**src/rtl/sigma_delta_mod_pd.sv**
```systemverilog
// -----------------------------------------------------------------------------
// sigma_delta_mod_pd
//
// 1-bit sigma-delta modulator driving a DAC/PWM pin. Runtime-selectable first
// or second order, a clock-divided step rate and a double-buffered sample
// input. The second-order integrators saturate and raise a sticky flag.
//
// Parameters:
//   WIDTH - unsigned input sample width (>= 2)
//   IW    - signed integrator width used in second-order mode (>= WIDTH+2)
//   DIV   - modulator step period in clk cycles (>= 1)
//
// Ports:
//   clk        in   system clock, everything on posedge
//   rst        in   synchronous, active-low reset
//   en         in   step enable; 0 freezes divider, integrators and dout
//   mode       in   0 = first order, 1 = second order
//   din        in   [WIDTH-1:0] unsigned sample
//   din_valid  in   sample present
//   din_ready  out  hold register empty
//   dout       out  registered modulator bitstream
//   ovf        out  sticky integrator-saturation flag
//   clr_ovf    in   clears ovf (a coincident saturation wins)
//
// Optional feature (macro SD_DITHER_EN): a 16-bit Fibonacci LFSR
// (x^16+x^14+x^13+x^11+1, seed 16'hACE1) adds its bit 0 to the sample on
// every step, saturating at full scale. Undefined: no LFSR is built.
//
// Handshake: a transfer happens on any posedge where din_valid and din_ready
// are both high; din_ready is a registered ~hold_full and does not depend on
// din_valid. The held sample moves to the modulator on the next step tick,
// which frees the hold register for the following cycle. The handshake runs
// whether or not en is high.
// -----------------------------------------------------------------------------
module sigma_delta_mod_pd #(
  parameter int unsigned WIDTH = 32,
  parameter int unsigned IW    = WIDTH + 4,
  parameter int unsigned DIV   = 1
) (
  input  logic             clk,
  input  logic             rst,
  input  logic             en,
  input  logic             mode,
  input  logic [WIDTH-1:0] din,
  input  logic             din_valid,
  output logic             din_ready,
  output logic             dout,
  output logic             ovf,
  input  logic             clr_ovf
);

  localparam int unsigned CW = (DIV > 1) ? $clog2(DIV) : 1;
  // Two guard bits keep i + sample - fb exact before saturation.
  localparam int unsigned EW = IW + 2;

  localparam logic [CW-1:0]        CNT_LAST = CW'(DIV - 1);
  localparam logic signed [EW-1:0] SAT_MAX  = {3'b000, {(IW-1){1'b1}}};
  localparam logic signed [EW-1:0] SAT_MIN  = {3'b111, {(IW-1){1'b0}}};
  localparam logic signed [EW-1:0] FB_FULL  =
    {{(EW-WIDTH-1){1'b0}}, 1'b1, {WIDTH{1'b0}}};

  logic [WIDTH-1:0]     acc1_q, acc1_d;
  logic signed [IW-1:0] i1_q, i1_d;
  logic signed [IW-1:0] i2_q, i2_d;
  logic [WIDTH-1:0]     sample_q, sample_d;
  logic [WIDTH-1:0]     hold_q, hold_d;
  logic                 hold_full_q, hold_full_d;
  logic [CW-1:0]        cnt_q, cnt_d;
  logic                 mode_q, mode_d;
  logic                 dout_q, dout_d;
  logic                 ovf_q, ovf_d;

  logic                 mode_chg;
  logic                 tick;
  logic                 accept;
  logic [WIDTH-1:0]     sample_eff;

  logic [WIDTH:0]       m0_sum;
  logic signed [EW-1:0] fb;
  logic signed [EW-1:0] smp_ext;
  logic signed [EW-1:0] i1_sum;
  logic signed [EW-1:0] i2_sum;
  logic signed [IW-1:0] i1_n;
  logic signed [IW-1:0] i2_n;
  logic                 clamp1;
  logic                 clamp2;

  assign din_ready = ~hold_full_q;
  assign dout      = dout_q;
  assign ovf       = ovf_q;

  // A mode change restarts the modulator and suppresses any step that cycle.
  assign mode_chg = (mode != mode_q);
  assign tick     = en & (cnt_q == CNT_LAST) & ~mode_chg;
  assign accept   = din_valid & ~hold_full_q;

`ifdef SD_DITHER_EN
  logic [15:0]    lfsr_q, lfsr_d;
  logic [WIDTH:0] dith_sum;

  always_comb begin
    dith_sum   = {1'b0, sample_q} + {{WIDTH{1'b0}}, lfsr_q[0]};
    sample_eff = dith_sum[WIDTH] ? {WIDTH{1'b1}} : dith_sum[WIDTH-1:0];
    lfsr_d     = lfsr_q;
    if (tick) begin
      lfsr_d = {lfsr_q[14:0], lfsr_q[15] ^ lfsr_q[13] ^ lfsr_q[12] ^ lfsr_q[10]};
    end
  end

  always_ff @(posedge clk) begin
    if (!rst) begin
      lfsr_q <= 16'hACE1;
    end else begin
      lfsr_q <= lfsr_d;
    end
  end
`else
  assign sample_eff = sample_q;
`endif

  // Datapath candidates for both orders; the step logic picks one.
  always_comb begin
    m0_sum  = {1'b0, acc1_q} + {1'b0, sample_eff};
    fb      = dout_q ? FB_FULL : '0;
    smp_ext = $signed({{(EW-WIDTH){1'b0}}, sample_eff});

    clamp1 = 1'b0;
    i1_sum = $signed({{2{i1_q[IW-1]}}, i1_q}) + smp_ext - fb;
    if (i1_sum > SAT_MAX) begin
      i1_n   = SAT_MAX[IW-1:0];
      clamp1 = 1'b1;
    end else if (i1_sum < SAT_MIN) begin
      i1_n   = SAT_MIN[IW-1:0];
      clamp1 = 1'b1;
    end else begin
      i1_n = i1_sum[IW-1:0];
    end

    clamp2 = 1'b0;
    i2_sum = $signed({{2{i2_q[IW-1]}}, i2_q}) + $signed({{2{i1_n[IW-1]}}, i1_n}) - fb;
    if (i2_sum > SAT_MAX) begin
      i2_n   = SAT_MAX[IW-1:0];
      clamp2 = 1'b1;
    end else if (i2_sum < SAT_MIN) begin
      i2_n   = SAT_MIN[IW-1:0];
      clamp2 = 1'b1;
    end else begin
      i2_n = i2_sum[IW-1:0];
    end
  end

  // Next-state: divider, modulator step, mode restart, ovf and handshake.
  always_comb begin
    acc1_d      = acc1_q;
    i1_d        = i1_q;
    i2_d        = i2_q;
    sample_d    = sample_q;
    hold_d      = hold_q;
    hold_full_d = hold_full_q;
    cnt_d       = cnt_q;
    mode_d      = mode_q;
    dout_d      = dout_q;
    ovf_d       = ovf_q;

    if (mode_chg) begin
      mode_d = mode;
      acc1_d = '0;
      i1_d   = '0;
      i2_d   = '0;
      cnt_d  = '0;
      dout_d = 1'b0;
    end else if (en) begin
      cnt_d = (cnt_q == CNT_LAST) ? '0 : cnt_q + CW'(1);
    end

    if (tick) begin
      if (!mode_q) begin
        // First order: the carry out of the wrapping accumulator is the bit.
        acc1_d = m0_sum[WIDTH-1:0];
        dout_d = m0_sum[WIDTH];
      end else begin
        i1_d   = i1_n;
        i2_d   = i2_n;
        dout_d = ~i2_n[IW-1] & (|i2_n);
      end
    end

    // Saturation has priority over a simultaneous clear.
    if (tick && mode_q && (clamp1 || clamp2)) begin
      ovf_d = 1'b1;
    end else if (clr_ovf) begin
      ovf_d = 1'b0;
    end

    // The step above used the previous sample_q; the held sample lands now.
    if (tick && hold_full_q) begin
      sample_d    = hold_q;
      hold_full_d = 1'b0;
    end
    if (accept) begin
      hold_d      = din;
      hold_full_d = 1'b1;
    end
  end

  always_ff @(posedge clk) begin
    if (!rst) begin
      acc1_q      <= '0;
      i1_q        <= '0;
      i2_q        <= '0;
      sample_q    <= '0;
      hold_q      <= '0;
      hold_full_q <= 1'b0;
      cnt_q       <= '0;
      mode_q      <= 1'b0;
      dout_q      <= 1'b0;
      ovf_q       <= 1'b0;
    end else begin
      acc1_q      <= acc1_d;
      i1_q        <= i1_d;
      i2_q        <= i2_d;
      sample_q    <= sample_d;
      hold_q      <= hold_d;
      hold_full_q <= hold_full_d;
      cnt_q       <= cnt_d;
      mode_q      <= mode_d;
      dout_q      <= dout_d;
      ovf_q       <= ovf_d;
    end
  end

endmodule

```
**config.mk**
```make
export PLATFORM = sky130hd
export DESIGN_NAME = sigma_delta_mod_pd
export DESIGN_NICKNAME = d
export VERILOG_FILES = /design/src/rtl/sigma_delta_mod_pd.sv
export SDC_FILE = /design/constraint.sdc
export NUM_CORES = 1
export LEC_CHECK = 0
export CORE_ASPECT_RATIO = 1.4
export CORE_UTILIZATION = 58
export CTS_BUF_LIST = sky130_fd_sc_hd__clkbuf_8
export DETAILED_ROUTE_END_ITERATION = 12
export PLACE_DENSITY_LB_ADDON = 0.2
export RECOVER_POWER = 25
export SETUP_SLACK_MARGIN = 0.1
export SLEW_MARGIN = 25
export SYNTH_ARGS = -nofsm -noshare
export SYNTH_HDL_FRONTEND = slang
export SYNTH_SLANG_ARGS = --single-unit
```
**constraint.sdc**
```tcl
create_clock -name clk -period 11.6 [get_ports clk]
set_input_delay 1.16 -clock clk [delete_from_list [all_inputs] [get_ports clk]]
set_output_delay 1.16 -clock clk [all_outputs]
set_load 0.005 [all_outputs]
```
==> tab_implementation.tex, run 1 <==
% Yosys + OpenROAD metrics
\begin{tabular}{lr}
\hline
Metric & Value \\
\hline
\multicolumn{2}{l}{\textbf{Finish}} \\
\quad Sequential standard cell area & 3440 sq um \\
\quad Layout overhead on the synthesized area & 6.48\% \\
\quad Filler-free cell count of the finished design & 2,261 \\
\quad Dominant class by area & multi-input combinational cells \\
\quad Most common logic cells in the final layout & sky130\_fd\_sc\_hd\_\_inv\_1, sky130\_fd\_sc\_hd\_\_a21oi\_1, sky130\_fd\_sc\_hd\_\_nand2\_1, sky130\_fd\_sc\_hd\_\_dfxtp\_1, sky130\_fd\_sc\_hd\_\_ha\_1 \\
\quad Fraction of area in multi-input gates & 62.2\% \\
\quad Final Util & a little over three fifths \\
\multicolumn{2}{l}{\textbf{Logic synthesis}} \\
\quad Yosys Warn Count & 0 \\
\quad Simple-gate portion of the synthesized area & roughly 18\% \\
\quad Top cell area share & $\sim$24\% \\
\quad Number of enable-type register cells in the synthesized netlist & 0 \\
\quad Predominant post-synthesis flop cell & sky130\_fd\_sc\_hd\_\_dfxtp\_1 \\
\multicolumn{2}{l}{\textbf{Global routing}} \\
\quad Met3 Resource Use GR & 3.86\% \\
\quad Pin count of the biggest net entering global routing & approximately 100 \\
\multicolumn{2}{l}{\textbf{Floorplan}} \\
\quad Site Rows & 67 \\
\quad Die footprint & 25,000 sq um \\
\quad Floorplan core density & approximately 60\% \\
\multicolumn{2}{l}{\textbf{STA}} \\
\quad Final setup slack of the worst path & 2460 ps \\
\quad Worst slew slack as a fraction of its limit & -195\% \\
\quad Time the worst path needs with I/O delays and setup & 9140 ps \\
\quad Peak clock frequency supported by timing & 0.109 GHz \\
\quad Final tally of max-slew violations & 104 \\
\quad Number of setup violations in the final report & 0 \\
\multicolumn{2}{l}{\textbf{Worst setup path}} \\
\quad Number of cells on the critical path & 31 \\
\quad Worst Setup SP & sample\_eff[3] \\
\quad Critical-path cell with the highest stage delay & sky130\_fd\_sc\_hd\_\_a311oi\_2 \\
\quad Setup slack on the worst flop-to-flop path & 2460 ps \\
\quad Worst path required time & approximately 12,000 ps \\
\multicolumn{2}{l}{\textbf{Status}} \\
\quad Result of the run & complete, but fails checks \\
\quad Failing checks & max-capacitance violations, max-slew violations \\
\multicolumn{2}{l}{\textbf{Worst hold path}} \\
\quad Worst min path class & flip-flop to flip-flop \\
\quad Hold wc startpoint & i2\_q[32] \\
\multicolumn{2}{l}{\textbf{CTS}} \\
\quad Clock tree buffer depth & 2 \\
\quad Clock transition at the register clock pins on the worst setup and hold paths after CTS & 100 ps \\
\quad Num Clock Sinks & 172 \\
\multicolumn{2}{l}{\textbf{Flow run}} \\
\quad \# Max-Cap Violations & 1 \\
\quad Number of logged tool warnings & 28 \\
\multicolumn{2}{l}{\textbf{Placement}} \\
\quad PortBufs & 40 \\
\quad Placed Instances & between 2,000 and 2,500 \\
\multicolumn{2}{l}{\textbf{Detailed routing}} \\
\quad Post-route ant nets & 0 \\
\quad Total number of vias & around 13,000 \\
\hline
\end{tabular}
**Run 1: wiring by layer**

Scale bar: 50 um.
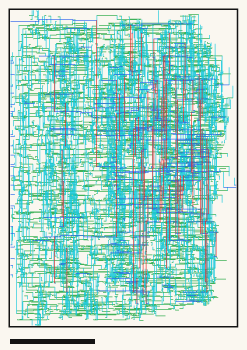
Cyan is met2, wire length 17,500 um. Blue is met3, wire length 1,830 um. Red is met4, wire length 2,140 um. Green is met1, wire length 15,500 um.

**Run 1: selected gate families**

Scale bar: 50 um.
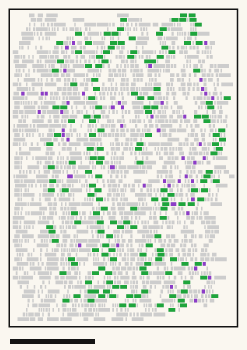
Purple is AND and OR gates, cells 50, most used and3_1. Green is adder and majority cells, cells 171, most used ha_1.

**Run 1: sequential cells coloured by netlist name**

Scale bar: 50 um. Other sequential cells in the stronger grey, the rest of the logic in the fainter grey.
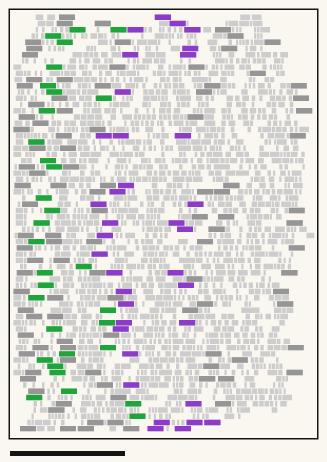
Purple is `i1_q`, sequential cells 36. Green is `sample_eff`, sequential cells 32, where a column on the left.
Another 104 sequential cells are not coloured.

**Run 1: a small window of the routed layout**

Scale bar: 5 um. Region (57, 121) to (77, 141) um. Cells in grey, sequential cells in the stronger grey; small squares are vias.
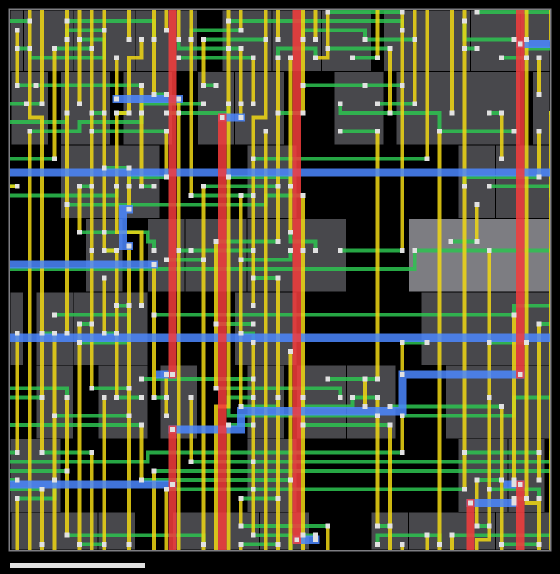

==> run 2, diff against run 1 <==
==> constraint.sdc (replaced) <==
create_clock -name clk -period 7.9 [get_ports clk]
set_input_delay 0.79 -clock clk [delete_from_list [all_inputs] [get_ports clk]]
set_output_delay 0.79 -clock clk [all_outputs]
set_load 0.005 [all_outputs]
**Run 2: a small window of the routed layout**

Scale bar: 5 um. Region (57, 121) to (77, 141) um. Cells in grey, sequential cells in the stronger grey; small squares are vias.
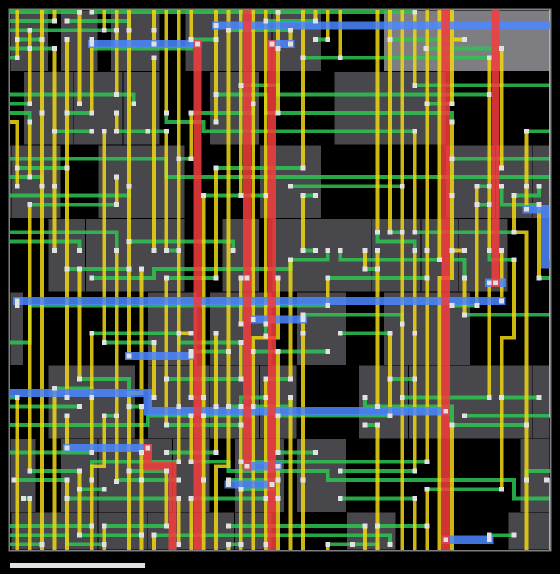
Red is met4. Green is met1. Blue is met3. Yellow is met2.
44 logic cells have their middle in the window. Most frequent: a21oi_1 (11), nor2_1 (5). Netlist names of flops here include `i1_q` (1). Sequential cells in the window: 1.

**Run 2: selected gate families**

Scale bar: 50 um.
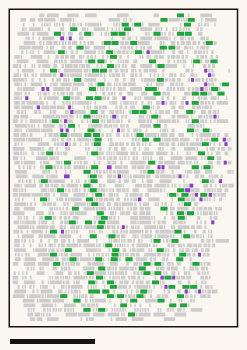
Purple is AND and OR gates, cells 50, most used and3_1. Green is adder and majority cells, cells 171, most used ha_1.
most common cell after layout, fill and taps aside: sky130_fd_sc_hd__inv_1
filler-free cell count of the finished design: 2,286
fraction of area in multi-input gates: 61.5%

==> tab_implementation.tex, run 2 <==
% Yosys + OpenROAD metrics
\begin{tabular}{lr}
\hline
Metric & Value \\
\hline
\multicolumn{2}{l}{\textbf{Floorplan}} \\
\quad Floorplan core density & between 50 and 60\% \\
\quad Site Rows & 67 \\
\quad Die footprint & 25,000 sq um \\
\multicolumn{2}{l}{\textbf{STA}} \\
\quad Final tally of max-slew violations & 151 \\
\quad Number of setup violations in the final report & 0 \\
\quad Peak clock frequency supported by timing & 0.132 GHz \\
\quad Worst slew slack as a fraction of its limit & -170\% \\
\multicolumn{2}{l}{\textbf{Finish}} \\
\quad Dominant class by area & multi-input combinational cells \\
\quad Sequential standard cell area & 3440 sq um \\
\quad Layout overhead on the synthesized area & 8.82\% \\
\multicolumn{2}{l}{\textbf{Placement}} \\
\quad PortBufs & 40 \\
\quad Placed Instances & 2,247 \\
\multicolumn{2}{l}{\textbf{Status}} \\
\quad Failing checks & max-capacitance violations, max-slew violations \\
\quad Result of the run & complete, but fails checks \\
\multicolumn{2}{l}{\textbf{Logic synthesis}} \\
\quad Top cell area share & between 20 and 25\% \\
\quad Simple-gate portion of the synthesized area & 18.0\% \\
\quad Yosys Warn Count & 0 \\
\quad Predominant post-synthesis flop cell & sky130\_fd\_sc\_hd\_\_dfxtp\_1 \\
\multicolumn{2}{l}{\textbf{Flow run}} \\
\quad \# Max-Cap Violations & 3 \\
\multicolumn{2}{l}{\textbf{Worst setup path}} \\
\quad Number of cells on the critical path & 32 \\
\quad Worst Setup SP & sample\_eff[3] \\
\quad Worst path required time & 8240 ps \\
\quad Setup slack on the worst flop-to-flop path & roughly 320 ps \\
\multicolumn{2}{l}{\textbf{Worst hold path}} \\
\quad Hold wc startpoint & i2\_q[23] \\
\multicolumn{2}{l}{\textbf{CTS}} \\
\quad Clock transition at the register clock pins on the worst setup and hold paths after CTS & 100 ps \\
\quad Num Clock Sinks & approximately 170 \\
\quad Clock tree buffer depth & 2 \\
\multicolumn{2}{l}{\textbf{Detailed routing}} \\
\quad Total number of vias & 13,400 \\
\quad Post-route ant nets & 0 \\
\hline
\end{tabular}
**Run 2: congestion heat map**

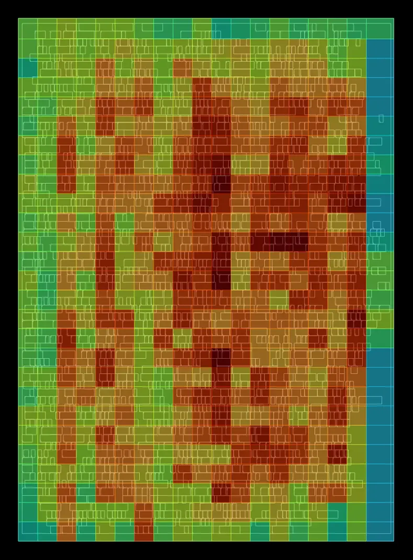
met3 Resource Use GR: 3.37%
Final Util: 64.2%
GRT Resource Usage Total: 30.4%

